==> run_1/clock_wires.png <==
The bar under the picture is 50 um long.
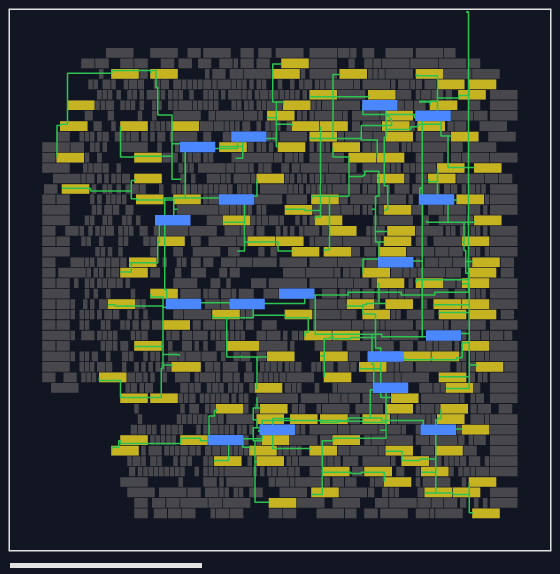
==> run_1/layers.png <==
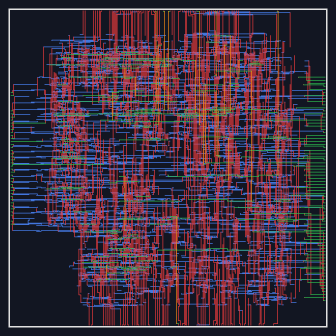
==> run_1/port_trees.png <==
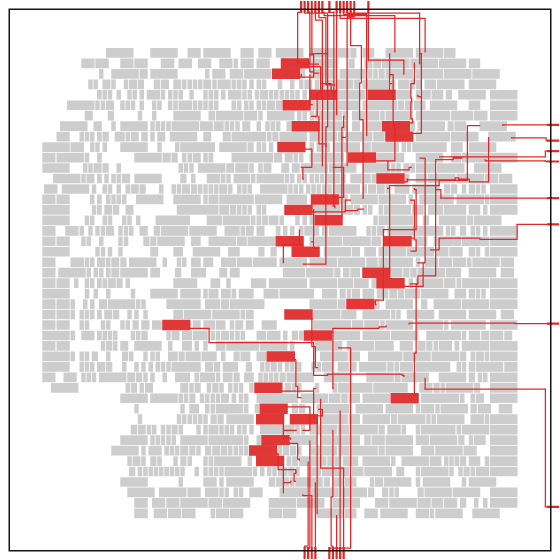
[src/rtl/pc_fetch_unit.sv]
// Program-counter owner and instruction fetch front end: req/ack fetch to imem, valid/ready handoff to decode.
// Optional handoff counter port fetchCount is present when PC_TRACE_EN is defined.
module pc_fetch_unit #(
  parameter int               ADDR_W   = 32,
  parameter int               INSTR_W  = 32,
  parameter logic [ADDR_W-1:0] RESET_PC = '0
) (
  input  logic               clock,
  input  logic               reset,
  output logic [ADDR_W-1:0]  PC,
  input  logic [ADDR_W-1:0]  pcPlus4,
  input  logic               branchTaken,
  input  logic [ADDR_W-1:0]  branchTarget,
  input  logic               stall,
  output logic               imemReq,
  output logic [ADDR_W-1:0]  imemAddr,
  input  logic               imemAck,
  input  logic [INSTR_W-1:0] imemData,
  output logic               instrValid,
  output logic [INSTR_W-1:0] instr,
  output logic [ADDR_W-1:0]  instrPC,
  input  logic               instrReady,
  output logic               misaligned
`ifdef PC_TRACE_EN
  ,
  output logic [31:0]        fetchCount
`endif
);

  typedef enum logic [1:0] {IDLE, REQ, HOLD, SQUASH} state_t;

  state_t            state, state_nxt;
  logic [ADDR_W-1:0] redirect;
  logic [ADDR_W-1:0] pc_nxt;
  logic [ADDR_W-1:0] addr_nxt;
  logic              load_instr;
  logic              handoff;

  assign redirect = {branchTarget[ADDR_W-1:2], 2'b00};
  assign handoff  = instrValid & instrReady & ~stall & ~branchTaken;

  // State register
  always_ff @(posedge clock) begin
    if (reset) state <= IDLE;
    else       state <= state_nxt;
  end

  // Next-state logic; branchTaken outranks stall everywhere
  always_comb begin
    state_nxt = state;
    case (state)
      IDLE:   if (!branchTaken && !stall) state_nxt = REQ;
      REQ: begin
        if (branchTaken)  state_nxt = imemAck ? REQ : SQUASH;
        else if (imemAck) state_nxt = HOLD;
      end
      SQUASH: if (imemAck) state_nxt = REQ;
      HOLD: begin
        if (branchTaken)                state_nxt = REQ;
        else if (!stall && instrReady) state_nxt = REQ;
      end
      default: state_nxt = IDLE;
    endcase
  end

  // Moore outputs and datapath load controls
  always_comb begin
    imemReq    = (state == REQ) || (state == SQUASH);
    instrValid = (state == HOLD);
    pc_nxt     = PC;
    addr_nxt   = imemAddr;
    load_instr = 1'b0;
    case (state)
      IDLE: begin
        if (branchTaken) pc_nxt   = redirect;
        else if (!stall) addr_nxt = PC;
      end
      REQ: begin
        if (branchTaken) begin
          pc_nxt = redirect;
          if (imemAck) addr_nxt = redirect;
        end else if (imemAck) begin
          load_instr = 1'b1;
        end
      end
      SQUASH: begin
        // A redirect arriving with the ack must win, so the new fetch uses the updated PC
        if (branchTaken) pc_nxt = redirect;
        if (imemAck) addr_nxt = branchTaken ? redirect : PC;
      end
      HOLD: begin
        if (branchTaken) begin
          pc_nxt   = redirect;
          addr_nxt = redirect;
        end else if (!stall && instrReady) begin
          pc_nxt   = pcPlus4;
          addr_nxt = pcPlus4;
        end
      end
      default: ;
    endcase
  end

  // Datapath registers
  always_ff @(posedge clock) begin
    if (reset) begin
      PC         <= RESET_PC;
      imemAddr   <= RESET_PC;
      instr      <= '0;
      instrPC    <= '0;
      misaligned <= 1'b0;
    end else begin
      PC         <= pc_nxt;
      imemAddr   <= addr_nxt;
      misaligned <= branchTaken && (branchTarget[1:0] != 2'b00);
      if (load_instr) begin
        instr   <= imemData;
        instrPC <= imemAddr;
      end
    end
  end

`ifdef PC_TRACE_EN
  always_ff @(posedge clock) begin
    if (reset)        fetchCount <= '0;
    else if (handoff) fetchCount <= fetchCount + 32'd1;
  end
`else
  logic unused_handoff;
  assign unused_handoff = handoff;
`endif

endmodule

[config.mk]
export PLATFORM = sky130hd
export DESIGN_NAME = pc_fetch_unit
export DESIGN_NICKNAME = d
export VERILOG_FILES = /design/src/rtl/pc_fetch_unit.sv
export SDC_FILE = /design/constraint.sdc
export NUM_CORES = 1
export LEC_CHECK = 0
export ABC_AREA = 1
export CORE_MARGIN = 8
export CORE_UTILIZATION = 40
export DETAILED_ROUTE_END_ITERATION = 8
export GPL_ROUTABILITY_DRIVEN = 0
export MAX_ROUTING_LAYER = met4
export PLACE_DENSITY = 0.78
export SYNTH_ARGS = -nofsm -noshare
export SYNTH_HDL_FRONTEND = slang
export SYNTH_SLANG_ARGS = --single-unit
[constraint.sdc]
create_clock -name clock -period 1.38 [get_ports clock]
set_input_delay 0.207 -clock clock [delete_from_list [all_inputs] [get_ports clock]]
set_output_delay 0.207 -clock clock [all_outputs]
set_load 0.05 [all_outputs]
==> Slide: Implementation Results, run 1 <==
Implementation Results

Logic synthesis
  • Distinct lib cells used: 22
  • Max-area cell share: 0.4239
  • Post-synthesis cell count: 974
  • Top-count cell post-synth: nand2_1
  • Yosys Instances: 974
  • Async set-reset flop share out of synthesis: 0
  • Synthesized net count: 1076
  • Top_reg_cell synth: dfxtp_1
  • Area contributors post-synth: dfxtp_1, nand2_1, nor2_1
  • Synth cell count leaders: nand2_1, nor2_1, dfxtp_1, o21ai_0, clkbuf_1
  • Syn Area/Cell: 6.351 um^2

Clock tree
  • Number of clock sinks: 131
  • CTS tree: yes
  • Clk root buf: clkbuf_16
  • Post-CTS Setup Inserts: 7
  • Num CTS Buffers: 17
  • Max H-tree Level: 4
  • Worst-path clk slew: 0.06 ns

Route
  • DR WL met3: 2111 um
  • DRC errors left: 0
  • DR iter-0 viols: 810
  • Final wirelength: 26670 um
  • DRT met1 WL: 10630 um
  • Drt pass-1 iters: 6
  • Post-route antenna net violation count: 0
  • Routed WL per cell: 18.64 um

Placement
  • Cell total after placement: 1370
  • Post-Place Setup Slack: -0.5229 ns
  • DP Wirelength: 17250 um
  • IO Port Bufs: 232
  • Placed Area: 10240 um^2

Global route
  • Largest net degree at the start of global routing: 40
  • Initial antenna violation count: 1
  • First-pass GRT wire length: 37920 um
  • Vias in the first global route: 6941

Floorplanning
  • Top Ports: 233
  • Die Y: 140.4 um
  • Die Width: 140.4 um
  • Well Taps: 188
  • Pre-Place Util: 0.4084
  • FP Rows: 45
  • Core box area: 15150 um^2

Worst setup path
  • Top delay family on crit path: flip-flops
  • Slowest CP cell: dfxtp_4
  • CP max stage delay: 0.42 ns
  • Worst path cell trace: inv_4 -> nor2_4 -> nand3_4 -> clkinv_8 -> clkbuf_16 -> o21ai_1 -> a21oi_1
  • Critical path class: reg -> reg
  • Worst setup SP type: flip-flop
  • Setup crit end kind: flip-flop

Pwr
  • Biggest consumer: combinational logic
  • P_int: 12.57 mW
  • Clk pwr share: 0.212
  • Switching portion of total power: 0.4188
  • Seq group: 5.51 mW
  • Peak VDD IR: 0.001222 V
  • Leak Pwr: 5.051 nW
  • Clk power: 4.58 mW
  • PwrDens: 1835 nW/um^2
  • Register share of total power: 0.255

Run
  • OpenROAD warning count: 28
  • Max-cap violations: 0

STA
  • Slew @ Worst Pin: 0.3007 ns
  • RSZ-0062 raised after global routing: true
  • Final Max Slew Viols: 0
  • Setup violators final: 75
  • Rel. slew slack: 0.7989
  • FMAX: 648.9 MHz
  • Setup ws final: -0.1611 ns

Finish
  • Layout Utilization: 0.7784
  • Signal buffers: 305
  • Share of post-route cells with drive strength above 1: 0.2713
  • Data buffer area share: 0.3944
  • Layout clock buffer count: 20
  • Inverter count: 41
  • Final instance area: 11790 um^2
  • Register area: 2628 um^2
  • Fillers: 894
  • Gate Area: 3503 um^2

Run status
  • Failing checks: setup timing
  • Status: complete, but fails checks

Hold path
  • Min-Delay Path Class: in -> reg
Notes on clock_wires.png above:
flip-flops -> yellow  # count 131
clock wires -> green  # length 1740 um
clock-net drivers -> blue  # count 17
flops lie = all over the die
routed clock nets = 18

Notes on layers.png above:
M3 -> green  # wire length 2110 um
M4 -> orange  # wire length 707 um
M2 -> red  # wire length 13200 um
M1 -> blue  # wire length 10600 um

Notes on port_trees.png above:
imemAddr -> red  # direction output, edge 15 top, 9 bottom, 8 right, end cells 32, buffers 32, wire 1790 um

[run 1: cells in the final DEF (no fill, tap or decap), types with 3 or more instances in the layout]
cell and instances:
a31oi_1 32, buf_4 30, nand2_1 363, o21ai_2 24, clkinv_2 5, nor2_2 20, a21oi_1 13, nor2_4 9
a21oi_2 22, buf_8 3, o21ai_1 38, nand2_2 11, nor2_1 111, inv_1 34, clkbuf_16 24, buf_12 146
nand2_4 5, buf_6 14, nand3_1 13, dfxtp_1 129, clkdlybuf4s50_1 100, bufinv_16 3, o21ai_0 45, buf_16 4
nand4_1 21
[run 1: final timing paths]
path	end	cells after the start	slack, ns	startpoint
setup / recovery	instrPC[5]	7	-0.16	state[0]
hold reg to reg	instrPC[27]	2	0.51	imemAddr[27]
setup reg to reg	instrPC[5]	7	-0.16	state[0]
hold / removal	misaligned	3	0.40	branchTarget[0]
[run 1: through the flow]
step	setup TNS, ns	total power [mW]
after floorplan	0	10.32
after global placement	-40.95	15.23
after detailed placement	-45.07	15.39
after CTS	-2.076	20.57
after global routing	-9.707	22.47
final	-4.921	21.63
[run 1: kinds of logic after synthesis]
kind of cell    share of synthesized area
buf+inv                           0.07099
compound gates                     0.1495
flops                              0.4239
simple gates                       0.3556
[run 1: state kept, by name, summed over array words and instances, names as in the netlist]
| signal | flops |
|---|---|
| instrPC | 32 |
| instr | 32 |
| PC | 32 |
| imemAddr | 32 |
| state | 2 |
| misaligned | 1 |
[run 1: per-layer routing]
metal / up-vias / track usage
met5: - / -
met4: 0 / 0.08057
met3: 50 / 0.05810
met2: 418 / 0.4012
met1: 3600 / 0.2974
li1: 3641 / -
==> inputs of run 2 (changes only) <==
CORE_UTILIZATION = 37   (was 40)
PLACE_DENSITY = 0.73   (was 0.78)
==> run 2 against run 1 <==
Against the previous run:
- die size rose by 7.2%
- clock power grew 9.4%
- core utilization shrank 3.6 points
- clock-buffer cell count fell by 1
- final cell count is 3.6% higher
- cell area increased by 3.7%
- via count is 1.2% lower
- critical path depth rose by 3
- the run still ends with setup timing left
- sequential power about the same
- non-clock buffer count increased by 20
- highest routed layer unchanged
==> Slide: Implementation Results, run 2 <==
Implementation Results

STA
  • Slew @ Worst Pin: 0.2983 ns
  • Final Max Slew Viols: 0
  • Setup violators final: 78
  • FMAX: 661.3 MHz
  • Setup ws final: -0.1322 ns
  • RSZ-0062 raised after global routing: true

Logic synthesis
  • Async set-reset flop share out of synthesis: 0
  • Synthesized net count: 1076
  • Top-count cell post-synth: nand2_1
  • Syn Area/Cell: 6.351 um^2
  • Yosys Instances: 974
  • Synth cell count leaders: nand2_1, nor2_1, dfxtp_1, o21ai_0, clkbuf_1
  • Area contributors post-synth: dfxtp_1, nand2_1, nor2_1

Route
  • Final wirelength: 27340 um
  • Drt pass-1 iters: 5
  • Routed WL per cell: 18.44 um
  • DR iter-0 viols: 699
  • DRC errors left: 0
  • Post-route antenna net violation count: 0

Worst setup path
  • Critical Path Sink: imemAddr[9]
  • Flop-to-flop setup slack: -0.13 ns
  • CP startpoint: state[1]
  • Worst R2R Path Depth: 10
  • Setup crit end kind: flip-flop
  • Worst setup SP type: flip-flop
  • Critical path class: reg -> reg

Pwr
  • Biggest consumer: combinational logic
  • Leak Pwr: 5.253 nW
  • P_int: 13.23 mW
  • Register share of total power: 0.246
  • Clk power: 5.01 mW
  • Pwr Total: 22.31 mW
  • Clk pwr share: 0.224
  • Peak VDD IR: 0.001304 V
  • PwrDens: 1825 nW/um^2
  • Seq group: 5.49 mW
  • Switching portion of total power: 0.4072

Global route
  • Largest net degree at the start of global routing: 34
  • Initial antenna violation count: 0

Finish
  • Dominant logic cell types in the final layout: nand2_1, buf_12, dfxtp_1, clkdlybuf4s50_1, nor2_1
  • Share of post-route cells with drive strength above 1: 0.2924
  • Layout Utilization: 0.7424
  • Final instance area: 12220 um^2

Placement
  • DP Wirelength: 17900 um
  • IO Port Bufs: 232
  • Post-Place Setup Slack: -0.4569 ns

Floorplanning
  • Top Ports: 233
  • Core box area: 16470 um^2
  • Die Width: 145.3 um
  • FP Rows: 47
  • Die Y: 145.3 um

Clock tree
  • Max H-tree Level: 4
  • Worst-path clk slew: 0.06 ns
  • Num CTS Buffers: 17
  • Clk root buf: clkbuf_16

Run status
  • Failing checks: setup timing
  • Status: complete, but fails checks

Hold path
  • Min-Delay Path Class: in -> reg
  • HP Start: branchTarget[0]
  • Hold Path End: misaligned
  • Hold path cells: 3

Run
  • Max-cap violations: 0
  • OpenROAD warning count: 28
==> run 2: netlist changes by cell type in the layout (fill, tap and decap cells not counted), sizes merged <==
cell	previous run	this run
inv	39	40
buf	197	216
diode	1	0
bufinv	3	5
clkdlybuf4s50	100	101
clkinvlp	2	3
clkinv	7	4
dlymetal6s2s	1	0
==> run 2: cell type report <==
class                      count  area [um^2]
inverter                      40        158.9
clock inverter                12        203.9
fill                        1081         4242
sequential                   131         2628
tap                          220        275.3
clock buffer                  19        452.9
timing repair buffer         325         4915
multi-input combinational    735         3591
==> run 2: layer usage <==
| layer | vias up | GRT usage | part of all wire |
|---|---|---|---|
| met5 | - | - | 0 |
| met4 | 0 | 0.07756 | 0.019 |
| met3 | 38 | 0.04073 | 0.067 |
| met2 | 363 | 0.3991 | 0.51 |
| met1 | 3525 | 0.2972 | 0.41 |
| li1 | 3687 | - | - |
==> run 2: timing repair <==
item	in CTS	in global routing
pin swaps	8	45
setup buffers	11	2
gates cloned	7	9
resized	78	148
endpoints found under the setup margin	108	121
==> run 2: logic make-up after synthesis <==
| group | synth area share |
|---|---|
| AND-OR/OR-AND | 0.1495 |
| flip-flops | 0.4239 |
| AND/OR/NAND/NOR | 0.3556 |
| buffers and inverters | 0.07099 |
==> run 2: metrics by stage <==
stage	hold WS, ns	setup TNS [ns]	std cells
final	0.3734	-4.323	1482
after global routing	0.3768	-9.339	1482
after CTS	0.3631	-2.167	1474
after detailed placement	0.4968	-43.43	1425
after global placement	0.4870	-41.09	1425
after floorplan	0.2761	0	974
==> run 2: worst max-delay path: stages (launching register included) <==
cell	delay [ns]
dfxtp_2	0.33
buf_6	0.13
nor2_4	0.17
nand2_1	0.09
nand4_1	0.10
buf_6	0.14
buf_8	0.14
clkbuf_16	0.16
nand2_1	0.05
nand2_1	0.05
nor2_1	0.04
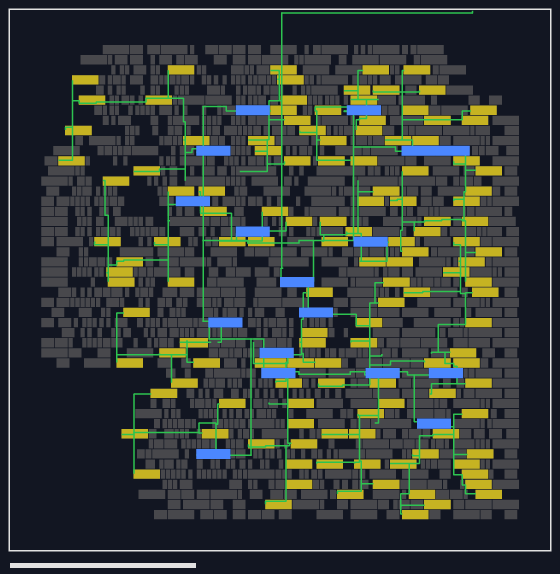
(run_2/clock_wires.png)
The bar under the picture is 50 um long.
clock-net drivers -> blue  # count 17
clock wires -> green  # length 1660 um
flip-flops -> yellow  # count 131
routed clock nets = 18

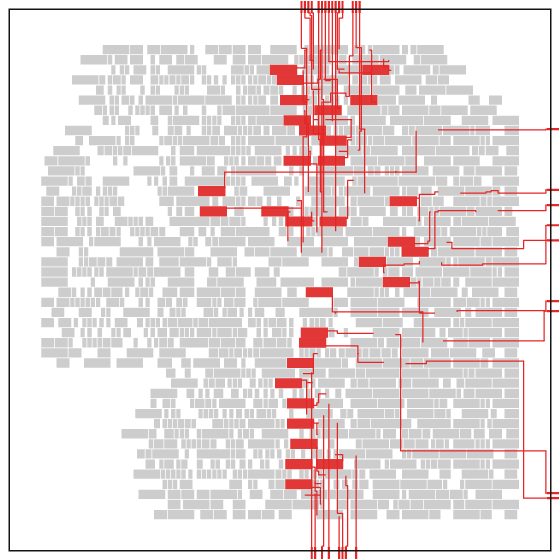
(run_2/port_trees.png)
imemAddr -> red  # direction output, edge 15 top, 9 right, 8 bottom, end cells 32, buffers 32, wire 1660 um

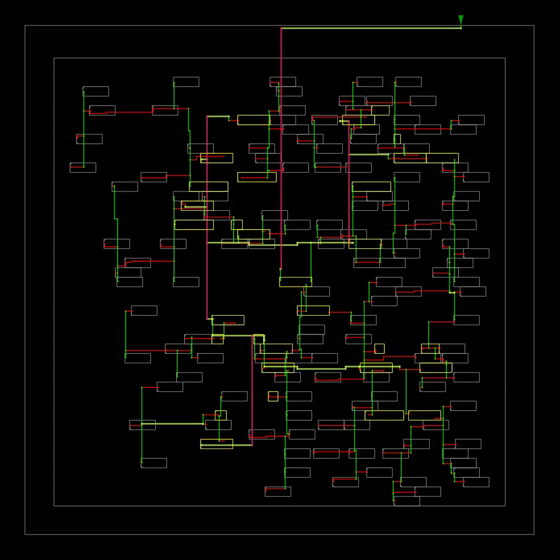
(run_2/clock_nets.png)
number of clock sinks: 131
Flop Count: 131
layout clock buffer count: 19

Power and IR drop assume default switching activity.
